==> config.mk <==
export PLATFORM = sky130hd
export DESIGN_NAME = conv_encoder_r4
export DESIGN_NICKNAME = d
export VERILOG_FILES = /design/src/rtl/conv_encoder_r4.sv
export SDC_FILE = /design/constraint.sdc
export NUM_CORES = 1
export LEC_CHECK = 0
export ABC_CLOCK_PERIOD_IN_PS = 5400
export CAP_MARGIN = 20
export CORE_MARGIN = 4
export CORE_UTILIZATION = 57
export CTS_BUF_LIST = sky130_fd_sc_hd__clkbuf_2
export DETAILED_ROUTE_END_ITERATION = 10
export PLACE_DENSITY = 0.86
export SYNTH_ARGS = -nofsm -noshare
export SYNTH_HDL_FRONTEND = slang
export SYNTH_SLANG_ARGS = --single-unit
export TNS_END_PERCENT = 50
==> constraint.sdc <==
create_clock -name clk -period 5.4 [get_ports clk]
set_input_delay 1.08 -clock clk [delete_from_list [all_inputs] [get_ports clk]]
set_output_delay 1.08 -clock clk [all_outputs]
set_load 0.005 [all_outputs]
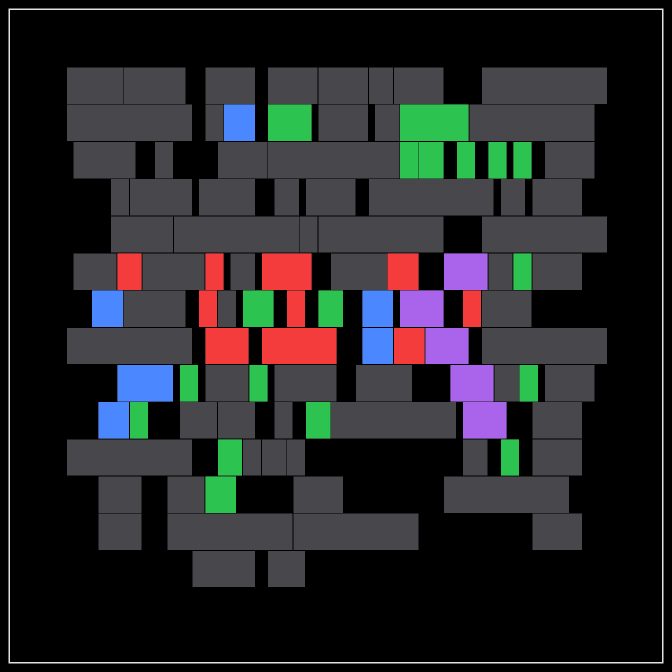
run_1/gates.png
| family | colour | cells | most used |
|---|---|---|---|
| and/or cells | blue | 6 | and3_1 |
| nand cells | green | 18 | nand2_1 |
| xor and xnor cells | purple | 5 | xnor2_1 |
| nor cells | red | 10 | nor2_1 |
most frequent standard cell in the layout excluding fill and tap cells: sky130_fd_sc_hd__clkdlybuf4s50_1
Finished Layout Cells: 123
fraction of standard cell area in multi-input logic: 48.0%

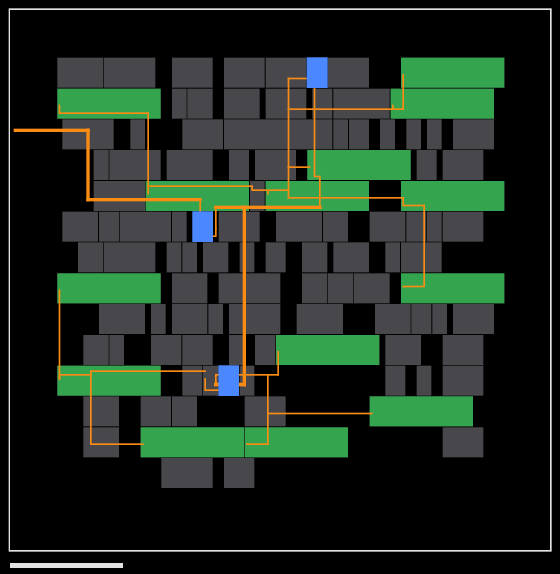
run_1/clock_wires.png
Bar = 10 um.
[flip-flops] green | count: 14
[clock-net drivers] blue | count: 3
[clock wires] orange | length: 208 um
flops lie: all over the die
power attributed to the clock group: 0.0534 mW
worst setup skew after layout: 0.0138 ns
clock share of power: 12.6%
clock latency on the worst-skew pair: 0.30 ns

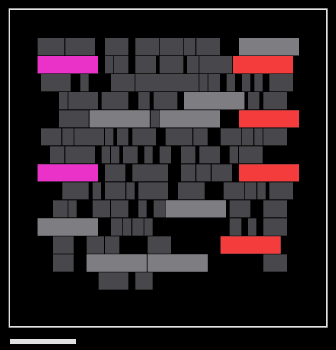
run_1/ff_map.png
Bar = 10 um.
| netlist name | colour | placed flops |
|---|---|---|
| o_code | red | 4 |
| state_q | magenta | 2 |
share of cell area taken by flip-flops and latches: 32.2%
Seq. pwr: 0.159 mW
final core utilization: 72.2%
Sequential cell area: 350 sq um

==> notes.md, run 1 <==
Physical implementation status

Measured in cells, the most critical reg-to-reg path has a length of 6. Note that the worst hold path type here is register to register. The floorplan die height stands at ~48 um. The first-pass iteration count of the detailed router stands at 4.

The die area stands at 2280 sq um. Across the VDD grid, the largest voltage drop is 0.288 mV. The stage-log warning count stands at 31. The overall routing resource usage stands at 17.5%.

The final report lists the setup-violating endpoint count as 0. The detailed router's first-iteration violation count stands at 12. The number of cells on the worst hold path is listed as 2. Dividing the detail-routed via count by the number of cells gives slightly below 6.

The flow ran to the end, and the final reports show no timing, DRC or antenna violations. The data arrival time reported for the critical path is 2.39 ns. Of all flip-flops after synthesis, the portion carrying an async set or reset was 100%. Looking at the max-slew report, the worst-margin pin has a slew of 0.640 ns. Across the run, the number of max-cap violations was 0.

CTS reports a maximum clock tree buffer depth of 2. The sum of overflow across all layers after global routing stands at 0. STA reports a reg2reg setup slack of 3.46 ns. Setup repair after global routing left no endpoint under its margin. The total power divided by cell area stands at 390 nW/um^2. In this run, post-CTS repair resized a total of 0 instances. The final weighted congestion recorded by global placement is 0.879. The via count of the first global-routing pass was about 630. The number of antenna violations at the first check in global routing is 0. The clock-pin slew of the registers on the worst-case setup and hold paths stands at 0.13 ns.

In this run the tightest slew margin relative to its limit is a little under three fifths. Entering global routing, the biggest net connects 15 pins. Relative to the synthesized area, the layout overhead comes to 21.0%.

The net count of the mapped netlist stands at 103. The number of cell rows stands at 14. Among all flip-flop cells after synthesis, the most frequent one is sky130_fd_sc_hd__dfrtp_1.

For reference, the most critical setup path is categorized as input port to output pin. Hold repair after CTS inserted 0 buffers. The number of nets still failing antenna checks after routing stands at 0. The synthesized instance count stands at approximately 90. The count of buffers inserted at the top-level ports stands at 15. Summing every instance area after synthesis gives around 900 sq um. The largest fanout on the critical path stands at 5. Measured along the x axis, the die boundary spans between 40 and 50 um. Per the CTS log, the maximum H-tree level is 1. The cell total in the yosys stat output stands at just under 90. Detailed routing inserted a total of between 700 and 800 vias.

The script logs the mean routed wire length per placed instance as about 15 um.
==> run 1: metal layers <==
metal / global-route usage [%] / wire length (um)
met2: 31.9 / 934
met5: 0 / 0
met3: 3.38 / 79
met4: 6.45 / 21
met1: 20.0 / 768
==> run 1: worst max-delay path: stages <==
cell and delay, ns:
sky130_fd_sc_hd__clkdlybuf4s50_1 0.48, sky130_fd_sc_hd__nand2b_4 0.17, sky130_fd_sc_hd__and3_1 0.16, sky130_fd_sc_hd__clkdlybuf4s50_1 0.50
==> run 1: synthesized netlist by cell type, types with 2 or more instances <==
cell type	n	share of area, %
sky130_fd_sc_hd__dfrtp_1	14	39
sky130_fd_sc_hd__nand2_1	10	4.2
sky130_fd_sc_hd__ha_1	7	9.7
sky130_fd_sc_hd__inv_1	6	2.5
sky130_fd_sc_hd__o21ai_0	5	2.8
sky130_fd_sc_hd__and3_1	4	2.8
sky130_fd_sc_hd__nand3_1	4	2.2
sky130_fd_sc_hd__nor2_1	4	1.7
sky130_fd_sc_hd__xnor2_1	4	3.9
sky130_fd_sc_hd__o31ai_1	3	2.5
sky130_fd_sc_hd__mux2_2	2	2.5
sky130_fd_sc_hd__nor2b_1	2	1.4
sky130_fd_sc_hd__o41ai_1	2	2.0
==> run 1: stage by stage <==
step	hold WS [ns]	instance area (sq um)	setup slack, ns	util, %
after floorplan	0.473	898	2.90	-
after global placement	0.462	1070	1.96	70.9
after detailed placement	0.469	1070	1.93	70.9
after CTS	0.500	1090	1.92	72.2
after global routing	0.531	1090	1.89	72.2
final	0.493	1090	1.93	72.2
==> run 1: final cells by class <==
cell class	instances	area [sq um]	area share (%)
clock buffers	3	15.0	1.38
flip-flops and latches	14	350	32.2
repair buffers	15	150	13.8
clock inverters	1	3.75	0.345
inverters	7	26.3	2.42
well taps	16	20.0	1.84
multi-input cells	67	522	48.0
==> run 1: logic make-up after synthesis <==
kind of cell               synth area share, %
and+or+nand+nor                           22.4
DFF                                       39.0
xor gates and xnor gates                  4.87
adders and majority gates                 9.75
muxes                                     4.87
buffers and inverters                     2.92
AOI/OAI and AO/OA                         16.2
==> run 1: power by group <==
group / internal (mW) / total (mW) / switching, mW
combinational: 0.113 / 0.212 / 0.0993
clock: 0.0161 / 0.0534 / 0.0373
sequential: 0.135 / 0.159 / 0.0244
--- run 2 (diff from run 1) ---
- ABC_CLOCK_PERIOD_IN_PS: 5400 -> 3300
- CORE_UTILIZATION: 57 -> 53
- PLACE_DENSITY: 0.86 -> 0.8
- clock period: 5.4 -> 3.3 ns (I/O delays scaled with it)
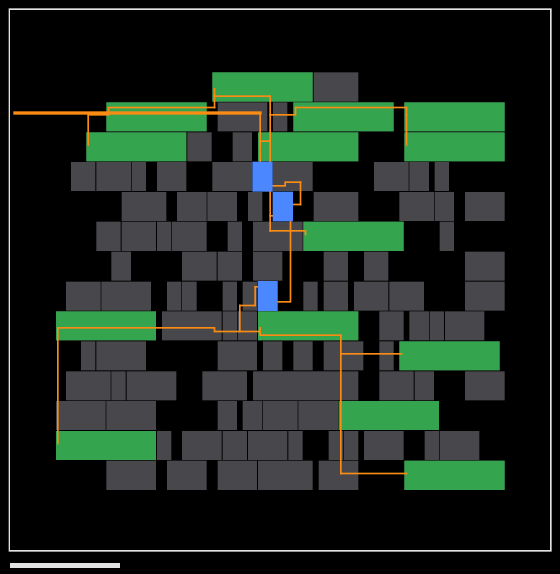
run_2/clock_wires.png
Bar = 10 um.
[clock-net drivers] blue | count: 3
[clock wires] orange | length: 172 um
[flip-flops] green | count: 14
routed clock nets: 4
worst setup skew after layout: 0.00160 ns
power attributed to the clock group: 0.0810 mW
clock share of power: 11.8%
clock latency on the worst-skew pair: 0.27 ns

==> run 2 against run 1 <==
Compared with the run above:
- register-to-register slack lost 2.1 ns
- global-route usage decreased by 3.1 points
- wire length fell by 7.3%
- highest routed layer is now met3
==> notes.md, run 2 <==
Physical implementation status

The flow ran to the end, and the final reports show no timing, DRC or antenna violations. The area fraction of the dominant cell type after synthesis stands at about two fifths. The count of cells resized by post-cts repair stands at 0.

The tightest min-delay check is of the register to register type. The maximum level of the CTS H-tree stands at 1. The script computed the net switching share of total power as ~37%. The net count of the mapped netlist stands at 103. The worst hold path cell count stands at 2.

Looking at the power breakdown, sequential logic takes a little under two fifths of the total. In the post-synthesis netlist, the biggest area contributors are sky130_fd_sc_hd__dfrtp_1 39%, sky130_fd_sc_hd__ha_1 9.7%, sky130_fd_sc_hd__nand2_1 4.2%, sky130_fd_sc_hd__xnor2_1 3.9%, sky130_fd_sc_hd__o221ai_4 2.9%. Logic depth along the worst register-to-register path is recorded as 6. met2 is the most crowded layer.

The synthesized instance count stands at about 90. The cell-internal power stands at between 0.4 and 0.5 mW. The hold-fix buffer count after cts stands at 0. Looking at the clock tree report, the maximum root-to-sink buffer count equals 2. The horizontal die dimension stands at 49.2 um.

In this design, the stage delay of the slowest critical-path cell is ~0.50 ns. In the global route stage, overall resource usage came out at between 10% and 20%. Looking at the critical path, the single cell with the biggest stage delay is sky130_fd_sc_hd__clkdlybuf4s50_1.

The peak ir drop on the vdd network stands at ~0.46 mV. The routed layout has around 710 vias. The via density per instance stands at between 5 and 6. The max-capacitance violation count stands at 0.

The clock-pin slew of the registers on the worst-case setup and hold paths stands at between 0.1 and 0.15 ns. The die area stands at approximately 2400 sq um. The count of buffers inserted at the top-level ports stands at 15. In this run the critical path is formed by clkdlybuf4s50_1 -> nand2b_4 -> and3_1 -> clkdlybuf4s50_1. The total power divided by cell area stands at 630 nW/um^2. Setup repair after global routing left no endpoint under its margin. The total net switching power stands at around 0.25 mW.

Looking at the max-slew report, the worst-margin pin has a slew of just under 0.7 ns. The count of cells in the finished layout, fillers not included, comes to roughly 120. By instance count after routing, the leading logic cell type is sky130_fd_sc_hd__clkdlybuf4s50_1. The worst register-to-register path has a setup slack of 1.37 ns. The async set or reset register ratio after synthesis stands at 100%. Looking at the critical path, the highest net fanout was 5. The congestion estimate from routability-driven global placement came to between 0.8 and 0.9. In the final report, the number of endpoints failing setup comes to 0. For met3 alone, demand over resource in global routing was under 10%. The routed wire length per instance stands at approximately 14 um. Per the synth stats, the flop cell with the highest instance count is sky130_fd_sc_hd__dfrtp_1.
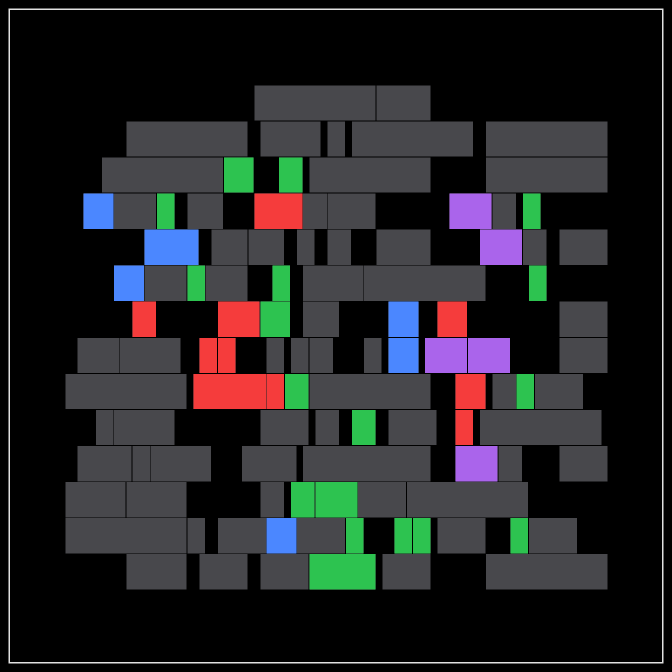
run_2/gates.png
| family | colour | cells | most used |
|---|---|---|---|
| nor cells | red | 10 | nor2_1 |
| and/or cells | blue | 6 | and3_1 |
| nand cells | green | 18 | nand2_1 |
| xor and xnor cells | purple | 5 | xnor2_1 |

[run 2: cell counts after synthesis]
Identical to the previous run, type by type.
[run 2: per-layer routing]
layer	wire (um)	share of wire (%)
met5	0	0
met4	0	0
met3	68	4.1
met2	846	51
met1	758	45
[run 2: final cells by class]
cell class / count / area, sq um
Inverter: 7 / 26.3
Clock inverter: 1 / 3.75
Fill cell: 117 / 472
Clock buffer: 3 / 15.0
Timing Repair Buffer: 15 / 150
Multi-Input combinational cell: 67 / 522
Sequential cell: 14 / 350
Tap cell: 16 / 20.0
[run 2: logic make-up after synthesis]
kind of cell,share of synthesized area [%]
and+or+nand+nor,22.4
AOI/OAI and AO/OA,16.2
DFF,39.0
buffers and inverters,2.92
adders and majority gates,9.75
xor gates and xnor gates,4.87
muxes,4.87
[run 2: critical path, delay by kind of cell]
kind / cells / cell delay (ns)
buf+inv: 2 / 0.99
simple gates: 2 / 0.33
[run 2: power groups by stage]
stage | logic (mW) | clock network [mW] | registers, mW
2_1_floorplan | 0.217 | 0 | 0.261
3_3_place_gp | 0.342 | 0 | 0.263
3_5_place_dp | 0.348 | 0 | 0.265
4_1_cts | 0.348 | 0.0826 | 0.262
5_1_grt | 0.383 | 0.0888 | 0.269
6_report | 0.344 | 0.0810 | 0.260
[run 2: through the flow]
stage	power [mW]	utilization (%)	instance area (sq um)
final	0.685	69.7	1090
after global routing	0.740	69.7	1090
after CTS	0.693	69.7	1090
after detailed placement	0.613	68.5	1070
after global placement	0.605	68.5	1070
after floorplan	0.478	-	898
Power is estimated from default activity; no workload was simulated.
